`src/rtl/pipeline_ctrl_pkg.sv`:
```
// rtl/pipeline_ctrl_pkg.sv - shared types for the pipeline sequencer
// Contents: regbits_t register index, pipe_state_t sequencer states,
// pipe_ctrl_t bundle of latch enables/flushes, and mk_ctrl helper.
package pipeline_ctrl_pkg;

    typedef logic [4:0] regbits_t;

    typedef enum logic [1:0] {
        RUN    = 2'd0,
        DWAIT  = 2'd1,
        DDONE  = 2'd2,
        HALTED = 2'd3
    } pipe_state_t;

    typedef struct packed {
        logic pc_en;
        logic if_id_en;
        logic id_ex_en;
        logic ex_mem_en;
        logic mem_wb_en;
        logic if_id_flush;
        logic id_ex_flush;
    } pipe_ctrl_t;

    localparam pipe_ctrl_t CTRL_IDLE = '0;

    // Back half of the pipe always moves on an advancing cycle; only the
    // front (PC, IF/ID) may be held, and either latch may be flushed.
    function automatic pipe_ctrl_t mk_ctrl(input logic front_en,
                                           input logic if_id_fl,
                                           input logic id_ex_fl);
        pipe_ctrl_t c;
        c.pc_en       = front_en;
        c.if_id_en    = front_en;
        c.id_ex_en    = 1'b1;
        c.ex_mem_en   = 1'b1;
        c.mem_wb_en   = 1'b1;
        c.if_id_flush = if_id_fl;
        c.id_ex_flush = id_ex_fl;
        return c;
    endfunction

endpackage

```
`src/rtl/pipeline_ctrl_load_use_detect.sv`:
```
// rtl/pipeline_ctrl_load_use_detect.sv - load-use hazard compare
// Ports: mem_read/ex_rt describe the load in ID/EX; rs/rt/uses_rt describe
// the instruction in IF/ID; load_use is high when IF/ID needs the load result.
module load_use_detect
    import pipeline_ctrl_pkg::*;
(
    input  logic     mem_read,
    input  regbits_t ex_rt,
    input  regbits_t rs,
    input  regbits_t rt,
    input  logic     uses_rt,
    output logic     load_use
);

    // Register 0 is hard-wired zero, so a load targeting it never creates a hazard.
    assign load_use = mem_read && (ex_rt != '0) &&
                      ((ex_rt == rs) || (uses_rt && (ex_rt == rt)));

endmodule

```
`src/rtl/pipeline_ctrl.sv`:
```
// rtl/pipeline_ctrl.sv - central sequencer for the 5-stage pipeline
// Produces PC/latch enables, flushes and the dcache request gate from
// ihit/dhit, load-use hazards, branch/jump redirects and HALT.
// Ports: CLK, RST (async, active-high); cache handshakes ihit/dhit;
// EX/MEM memory/halt flags; ID/EX and IF/ID hazard fields; branch_taken,
// jump_id; outputs pc_en, *_en, *_flush, dmem_req_en, halt (registered),
// cyc_cnt/stall_cnt/flush_cnt.
// Build option: PIPE_PERF_EN adds the performance counters; without it the
// counter outputs are tied to zero.
module pipeline_ctrl
    import pipeline_ctrl_pkg::*;
#(
    parameter int CNT_W = 32
)
(
    input  logic             CLK,
    input  logic             RST,
    input  logic             ihit,
    input  logic             dhit,
    input  logic             ex_mem_dREN,
    input  logic             ex_mem_dWEN,
    input  logic             ex_mem_halt,
    input  logic             id_ex_memRead,
    input  logic [4:0]       id_ex_rt,
    input  logic [4:0]       if_id_rs,
    input  logic [4:0]       if_id_rt,
    input  logic             if_id_usesRt,
    input  logic             branch_taken,
    input  logic             jump_id,
    output logic             pc_en,
    output logic             if_id_en,
    output logic             id_ex_en,
    output logic             ex_mem_en,
    output logic             mem_wb_en,
    output logic             if_id_flush,
    output logic             id_ex_flush,
    output logic             dmem_req_en,
    output logic             halt,
    output logic [CNT_W-1:0] cyc_cnt,
    output logic [CNT_W-1:0] stall_cnt,
    output logic [CNT_W-1:0] flush_cnt
);

    pipe_state_t state, next_state;
    pipe_ctrl_t  ctrl;
    logic        memop, mem_ok, advance, load_use;

    load_use_detect u_load_use (
        .mem_read (id_ex_memRead),
        .ex_rt    (id_ex_rt),
        .rs       (if_id_rs),
        .rt       (if_id_rt),
        .uses_rt  (if_id_usesRt),
        .load_use (load_use)
    );

    // DDONE means the data access already completed while the I-fetch was
    // still outstanding; memory counts as satisfied until the pipe advances.
    assign memop   = ex_mem_dREN | ex_mem_dWEN;
    assign mem_ok  = !memop || dhit || (state == DDONE);
    assign advance = ihit && mem_ok && (state != HALTED);

    always_ff @(posedge CLK or posedge RST) begin
        if (RST) begin
            state <= RUN;
            halt  <= 1'b0;
        end else begin
            state <= next_state;
            if ((state != HALTED) && (next_state == HALTED))
                halt <= 1'b1;
        end
    end

    always_comb begin
        next_state = state;
        ctrl       = CTRL_IDLE;
        // HALT retires as soon as its own memory access (if any) is done,
        // from whichever waiting state the sequencer happens to be in.
        case (state)
            RUN: begin
                if (ex_mem_halt && mem_ok)       next_state = HALTED;
                else if (memop && !dhit)         next_state = DWAIT;
                else if (memop && dhit && !ihit) next_state = DDONE;
            end
            DWAIT: begin
                if (ex_mem_halt && mem_ok)       next_state = HALTED;
                else if (dhit && ihit)           next_state = RUN;
                else if (dhit)                   next_state = DDONE;
            end
            DDONE: begin
                if (ex_mem_halt)                 next_state = HALTED;
                else if (ihit)                   next_state = RUN;
            end
            HALTED:                              next_state = HALTED;
            default:                             next_state = RUN;
        endcase

        // A stalled cycle freezes everything; no partial advance, no flush.
        if (!RST && advance) begin
            if (branch_taken)   ctrl = mk_ctrl(1'b1, 1'b1, 1'b1);
            else if (load_use)  ctrl = mk_ctrl(1'b0, 1'b0, 1'b1);
            else if (jump_id)   ctrl = mk_ctrl(1'b1, 1'b1, 1'b0);
            else                ctrl = mk_ctrl(1'b1, 1'b0, 1'b0);
        end
    end

    assign pc_en       = ctrl.pc_en;
    assign if_id_en    = ctrl.if_id_en;
    assign id_ex_en    = ctrl.id_ex_en;
    assign ex_mem_en   = ctrl.ex_mem_en;
    assign mem_wb_en   = ctrl.mem_wb_en;
    assign if_id_flush = ctrl.if_id_flush;
    assign id_ex_flush = ctrl.id_ex_flush;
    assign dmem_req_en = !RST && (state != DDONE) && (state != HALTED);

`ifdef PIPE_PERF_EN
    logic [CNT_W-1:0] cyc_q, stall_q, flush_q;

    always_ff @(posedge CLK or posedge RST) begin
        if (RST) begin
            cyc_q   <= '0;
            stall_q <= '0;
            flush_q <= '0;
        end else if (state != HALTED) begin
            cyc_q <= cyc_q + CNT_W'(1);
            if (!advance || load_use)
                stall_q <= stall_q + CNT_W'(1);
            if (ctrl.if_id_flush || ctrl.id_ex_flush)
                flush_q <= flush_q + CNT_W'(1);
        end
    end

    assign cyc_cnt   = cyc_q;
    assign stall_cnt = stall_q;
    assign flush_cnt = flush_q;
`else
    assign cyc_cnt   = '0;
    assign stall_cnt = '0;
    assign flush_cnt = '0;
`endif

endmodule

```
`config.mk`:
```
export PLATFORM = sky130hd
export DESIGN_NAME = pipeline_ctrl
export DESIGN_NICKNAME = d
export VERILOG_FILES = /design/src/rtl/pipeline_ctrl_pkg.sv /design/src/rtl/pipeline_ctrl_load_use_detect.sv /design/src/rtl/pipeline_ctrl.sv
export SDC_FILE = /design/constraint.sdc
export NUM_CORES = 1
export LEC_CHECK = 0
export CAP_MARGIN = 20
export CORE_MARGIN = 5
export CORE_UTILIZATION = 25
export DETAILED_ROUTE_END_ITERATION = 6
export HOLD_SLACK_MARGIN = 0.12
export PLACE_DENSITY = 0.77
export SLEW_MARGIN = 40
export SYNTH_ARGS = -nofsm -noshare
export SYNTH_HDL_FRONTEND = slang
export SYNTH_HIERARCHICAL = 1
export SYNTH_SLANG_ARGS = --single-unit
export TNS_END_PERCENT = 10
```
`constraint.sdc`:
```
create_clock -name CLK -period 1.9 [get_ports CLK]
set_input_delay 0.38 -clock CLK [delete_from_list [all_inputs] [get_ports CLK]]
set_output_delay 0.38 -clock CLK [all_outputs]
set_load 0.05 [all_outputs]
```
==> job_summary.md, run 1 <==
## Synthesis and layout report

| Metric | Value |
|---|---|
| Outcome | finished with violations |
| Failing checks | setup timing |
| Hold_sp | halt |
| Clock share of power | 21.7% |
| # DRC | 0 |
| Cell Type Count | 22 |
| RSZ-0062 raised after global routing | true |
| Slowest cell delay on critical path | 0.26 ns |
| Top cell excl fill/tap | conb_1 |
| Comb area | 713 µm² |
| PostCTS Resize Cnt | 41 |
| Final Power | 0.000827 W |
| Reg2Reg Setup Slack | 0.60 ns |
| Worst hold endpoint | halt |
| Crit path launch type | input port |
| Yosys Instances | 143 |
| P_leak | 0.740 nW |
| Final setup margin | -0.278 ns |
| Final min period | 2.18 ns |
| Clk. pwr | 0.000180 W |
| Placed cells | 235 |
| Post-Synthesis Cells | 143 |
| Area fraction in compound gates | 7.99% |
| Max stage delay cell, worst path | nor4_2 |
| Post-Route WL | 2210 µm |
| Final cell count without fillers | 240 |
| Via count | 744 |
| Violation tally from detailed-route iteration zero | 12 |
| Multi-In Gates | 130 |
| Biggest area cells | buf_4 68%, dfrtp_1 6.8%, xor2_1 5.6%, xnor2_1 2.4%, a21oi_1 2.3% |
| Largest net degree at the start of global routing | 7 |
| DR vias/cell | 3.10 |
| OpenROAD warning count | 29 |
| Final setup violation count | 4 |
| Power Sequential | 0.0000736 W |
| Total GRT Usage | 6.62% |
| Reg area | 75.1 µm² |
| Clk tree area frac | 3.18% |
| Inverters | 6 |
| Seq area share | 5.31% |
| Fillers | 466 |
| Initial antenna violation count | 0 |
| Post-route clock period utilization | 115% |
| Buffers plus inverters on the worst setup path | 5 |
| Flip-flops | 3 |
| Worst-Margin Slew | 0.503 ns |
| Drt pass-1 iters | 2 |
| Number of max-cap violations | 0 |
| Hold Buf Count CTS | 0 |
| Yosys Chip Area | 0.00110 mm² |
| Clock root buffer | clkbuf_8 |
| Critical path type | input port to output port |
| Number of non-clock buffers | 45 |
| Worst R2R Path Depth | 4 |
| Antenna-violating nets left | 0 |
| Most used cell along the critical path | buf_6 |
| Yosys reg bits | 3 |
| Mean post-synth cell area | 7.66 µm² |
| Critical path depth | 10 |
| Xor-xnor portion of the synthesized cell area | 7.99% |
| Well-Tap Cells | 52 |
| Crit end category | output port |
| Logic pwr share | 69.4% |
| CP Max Fanout | 2 |
| Site Rows | 24 |
| Worst R2R End | halt |
| Top delay family on crit path | buffers and inverters |
| HPWL Detailed | 1990 µm |
| Sequential share of power | 8.9% |
| CTS tree | yes |
| CP cell instances | buf_8, buf_6, xor2_4, nor4_2, nand3_1, a21oi_2, inv_2, buf_6, a21oi_4, buf_12 |
| Post-synth seq share | 6.85% |
| Antenna diode count | 0 |
-- run 1: worst register-to-register path, cell delays in order, from the launching register on --
cell and delay, ns:
dfrtp_1 0.41, o21bai_4 0.20, buf_4 0.14, or2_1 0.22, a31o_1 0.21
-- run 1: sequential cells by signal, summed over array words and instances (netlist names) --
name and cells:
halt 1, state 2
-- run 1: metrics by stage --
step | utilization [%] | TNS [ns] | hold WS [ns] | setup WS [ns]
2_1_floorplan | - | -0.366 | 0.149 | -0.169
3_3_place_gp | 30.1 | -2.80 | 0.475 | -0.625
3_5_place_dp | 30.1 | -2.92 | 0.474 | -0.668
4_1_cts | 32.2 | -1.37 | 0.485 | -0.326
5_1_grt | 33.0 | -1.32 | 0.493 | -0.381
6_report | 33.0 | -1.01 | 0.486 | -0.278
-- run 1: routing by layer --
metal	global-route usage (%)	routed length (µm)	vias up
met2	13.5	1190	71
met4	2.80	31	0
li1	-	-	342
met3	2.72	410	4
met1	5.32	573	327
met5	0	0	-
-- run 1: cells in the mapped netlist --
| master | number |
|---|---|
| o2111ai_1 | 1 |
| xnor2_1 | 3 |
| dfrtp_1 | 3 |
| or4_1 | 1 |
| or2_2 | 1 |
| and2b_2 | 1 |
| conb_1 | 1 |
| nand3_1 | 2 |
| nor4_2 | 1 |
| inv_1 | 6 |
| o21bai_4 | 1 |
| a31o_1 | 1 |
| nand2_1 | 1 |
| a21oi_1 | 5 |
| or2_1 | 1 |
| buf_4 | 99 |
| o311a_2 | 1 |
| xor2_1 | 7 |
| a211o_2 | 1 |
| nor3_1 | 2 |
| o21ai_1 | 1 |
| nor2_1 | 3 |
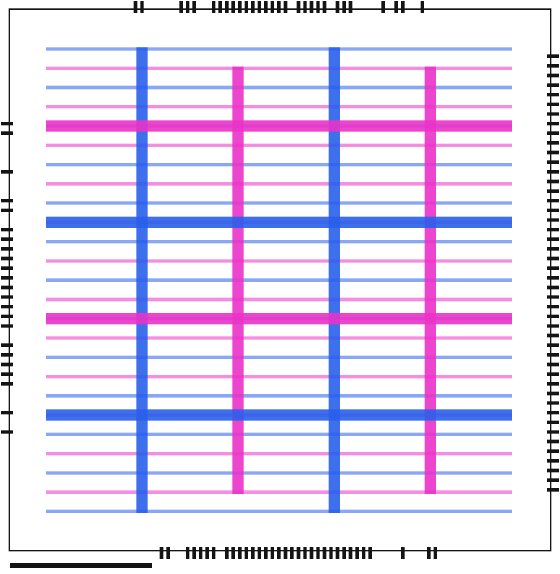
Run 1: power grid
The bar under the picture is 20 µm long. Pins as bars on the die edge.
| colour | net |
|---|---|
| magenta | VDD |
| blue | VSS |
rows: 24
met1 rails: 25
met5 straps: 4
die y size: 76.2 µm
Die Wd: 76.2 µm
Core Box Area: 0.00429 mm²
Max IR drop VDD: 380 µV

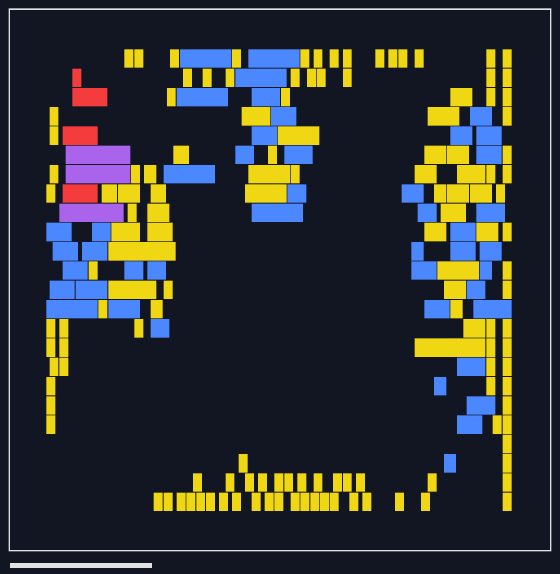
Run 1: cells coloured by class
The bar under the picture is 20 µm long.
| colour | class | cells | share of their area |
|---|---|---|---|
| yellow | remaining logic cells | 136 | 55% |
| blue | remaining buffers and delay cells | 45 | 36% |
| purple | registers | 3 | 5.6% |
| red | clock drivers and dummy loads | 4 | 3.3% |

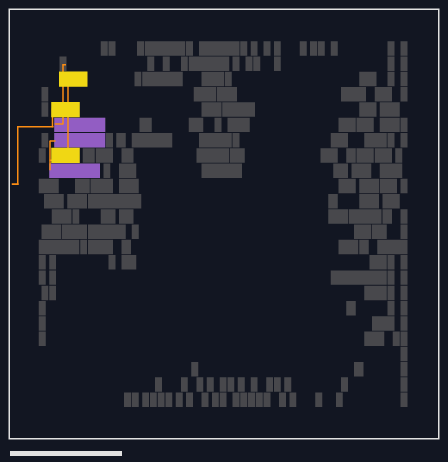
Run 1: clock network drawn from the DEF
The bar under the picture is 20 µm long.
[orange] clock wires | length: 66.0 µm
[yellow] clock-net drivers | count: 3
[purple] flip-flops | count: 3
routed clock nets: 4

Run 1, placement view:
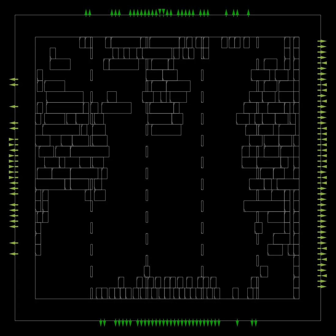

==> run 1 -> run 2 <==
--- a/config.mk
+++ b/config.mk
@@ -7,10 +7,10 @@
 export LEC_CHECK = 0
 export CAP_MARGIN = 20
 export CORE_MARGIN = 5
-export CORE_UTILIZATION = 25
+export CORE_UTILIZATION = 27
 export DETAILED_ROUTE_END_ITERATION = 6
 export HOLD_SLACK_MARGIN = 0.12
-export PLACE_DENSITY = 0.77
+export PLACE_DENSITY = 0.82
 export SLEW_MARGIN = 40
 export SYNTH_ARGS = -nofsm -noshare
 export SYNTH_HDL_FRONTEND = slang
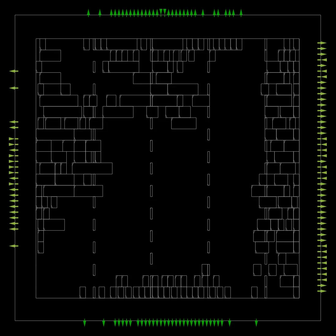
Run 2: placement view
Seq area share: 5.59%
Well-Tap Cells: 50
Site Rows: 23

==> run 2 against run 1 <==
- synthesized cell count did not move
- area after synthesis did not move
- power fell by 0.29%
- count of clock-buffer cells in the layout did not move
- sequential share of layout area rose by 0.29 points
- combinational power fell by 2%
- critical path type unchanged
- register-to-register slack improved by 0.12 ns
- highest routed layer unchanged
- the flow still finishes with violations (setup timing)
- global-route usage fell by 0.057 points
- routed wire length rose by 4.3%
- non-clock buffer count fell by 3
- fmax rose by 4.2%
- critical endpoint is now if_id_en
==> job_summary.md, run 2 <==
## Synthesis and layout report

| Metric | Value |
|---|---|
| Post-route clock period utilization | 110% |
| Fillers | 414 |
| Max FFs per register | 2 |
| Post-Synthesis Cells | 143 |
| Most frequent cell after synthesis | buf_4 |
| Reg area | 75.1 µm² |
| Max Fclk | 478 MHz |
| Final Power | 0.000825 W |
| Die Wd | 73.7 µm |
| Final setup violation count | 4 |
| Hold Buf Count CTS | 0 |
| Mean post-synth cell area | 7.66 µm² |
| CP Max Fanout | 3 |
| Worst min path class | register to register |
| Final setup margin | -0.190 ns |
| Yosys Instances | 143 |
| Crit end category | output port |
| P_leak | 0.723 nW |
| # port buffers | 34 |
| OpenROAD warning count | 29 |
| Total GRT Usage | 6.57% |
| HPWL Detailed | 2060 µm |
| Clock root buffer | clkbuf_8 |
| Drt pass-1 iters | 2 |
| Via count | 733 |
| Vias in the first global route | 641 |
| Slew Viols, Final | 0 |
| Violation tally from detailed-route iteration zero | 8 |
| Post-Route WL | 2300 µm |
| Per-cell routed wire length | 9.79 µm |
| Biggest register | state |
| Slowest cell delay on critical path | 0.53 ns |
| Failing checks | setup timing |
| Biggest area cells | buf_4 68%, dfrtp_1 6.8%, xor2_1 5.6%, xnor2_1 2.4%, a21oi_1 2.3% |
| CP cell instances | buf_6, or4_4, o21ai_2, a21oi_2, buf_4, a21oi_4, buf_12 |
| Postcts setup bufs | 1 |
| Crit path launch type | input port |
| Number of max-cap violations | 0 |
| Placer Congestion | 0.696 |
| Top cell excl fill/tap | conb_1 |
| Antenna diode count | 0 |
| Total gr overflow | 0 |
| Critical path type | input port to output port |
| I/O pin cnt | 131 |
| Ys async rst share | 100% |
| Max IR drop VDD | 325 µV |
| Die ar. | 0.00543 mm² |
| Synth warnings | 6 |
| Die y size | 73.7 µm |
| Placed cell areas | 0.00128 mm² |
| Max stage delay cell, worst path | or4_4 |
| Yosys Chip Area | 0.00110 mm² |
| Dpl ws | -0.712 ns |
| CTS tree | yes |
| Final min period | 2.09 ns |
| Yosys reg bits | 3 |
| Buffers plus inverters on the worst setup path | 3 |
| Largest net degree at the start of global routing | 7 |
| Commonest flop | dfrtp_1 |
| Initial antenna violation count | 0 |
| Most instantiated logic cells after routing | 96 x conb_1, 9 x clkdlybuf4s50_1, 7 x buf_6, 7 x buf_12, 7 x buf_4 |
| Top cell area share | 67.8% |
| Antenna-violating nets left | 0 |
| Top delay family on crit path | simple AND/OR/NAND/NOR gates |
| Post-synth seq share | 6.85% |
| Layout area overhead | 22.5% |
| # DRC | 0 |
| Hold Worst Slack | 0.480 ns |
| Cell Type Count | 22 |
| Post-synthesis cell area | 0.00110 mm² |
| Synth top cells by count | 99 x buf_4, 7 x xor2_1, 6 x inv_1 |
| First-pass GRT wire length | 2690 µm |
| Comb area | 682 µm² |
| EDFF count, synth | 0 |
| Worst EP arrival | 1.71 ns |
| CP required | 1.52 ns |
| DR vias/cell | 3.12 |
| Core Box Area | 0.00397 mm² |
| Top Registers | state x2, halt x1 |
| RSZ-0062 raised after global routing | true |
| PostCTS Resize Cnt | 57 |
| Outcome | finished with violations |
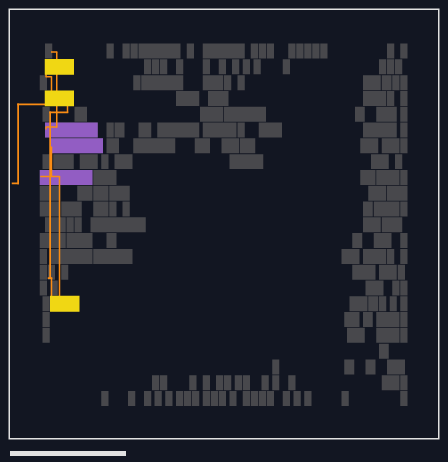
Run 2: clock network drawn from the DEF
The bar under the picture is 20 µm long.
[orange] clock wires | length: 119 µm
[purple] flip-flops | count: 3
[yellow] clock-net drivers | count: 3
routed clock nets: 4
Clock Skew: 0.00237 ns
Clk. pwr: 0.000191 W
clock share of power: 23.1%
worst-skew pair later-pin latency: 0.22 ns

[run 2: area by class of cell]
cell class | count | area share [%]
inverter | 6 | 1.86
multi-input combinational | 130 | 50.8
sequential | 3 | 5.59
clock buffer | 4 | 3.36
tap | 50 | 4.66
timing repair buffer | 42 | 33.7
[run 2: where the power goes]
part	switching, W	total (W)	internal, W
Combinational	0.000485	0.000561	0.0000762
Sequential	0.00000354	0.0000733	0.0000698
Clock	0.0000472	0.000191	0.000144
[run 2: metal layers]
layer / global-route usage [%] / part of all wire [%]
met5: 0 / 0
met4: 4.83 / 1.8
met3: 1.92 / 19
met2: 13.8 / 57
met1: 4.62 / 23
[run 2: worst paths after layout]
| path | cells after the start | slack, ns | from | end |
|---|---|---|---|---|
| min in group asynchronous | 3 | 0.50 | RST | state[1] |
| max in group asynchronous | 3 | 1.30 | RST | state[0] |
| worst min-delay path | 1 | 0.48 | halt | halt |
| worst min register to register | 1 | 0.48 | halt | halt |
| worst max-delay path | 7 | -0.19 | id_ex_rt[2] | if_id_en |
| worst max register to register | 3 | 0.72 | state[1] | halt |
[run 2: cells by family (layout without fill, tap and decap cells)]
group,after synthesis,after routing,share of synthesized area (%)
flops,3,3,6.85
simple gates,13,13,6.96
xor+xnor,10,10,7.99
buf+inv,105,52,69.9
other cells,1,96,0.342
compound gates,11,11,7.99
[run 2: worst reg2reg max path, delay by kind of cell, from the launching register on]
kind,cells,cell delay (ns)
AND/OR/NAND/NOR,1,0.23
flip-flops,1,0.42
AND-OR/OR-AND,2,0.42
[run 2: stage by stage]
step,setup TNS (ns),util (%),cells
after floorplan,-0.366,-,238
final,-0.677,33.8,235
after detailed placement,-3.03,32.1,231
after CTS,-1.01,33.2,235
after global routing,-1.03,33.8,235
after global placement,-2.94,32.1,231
Power figures rest on the tool's default switching activity, not on a simulated workload.
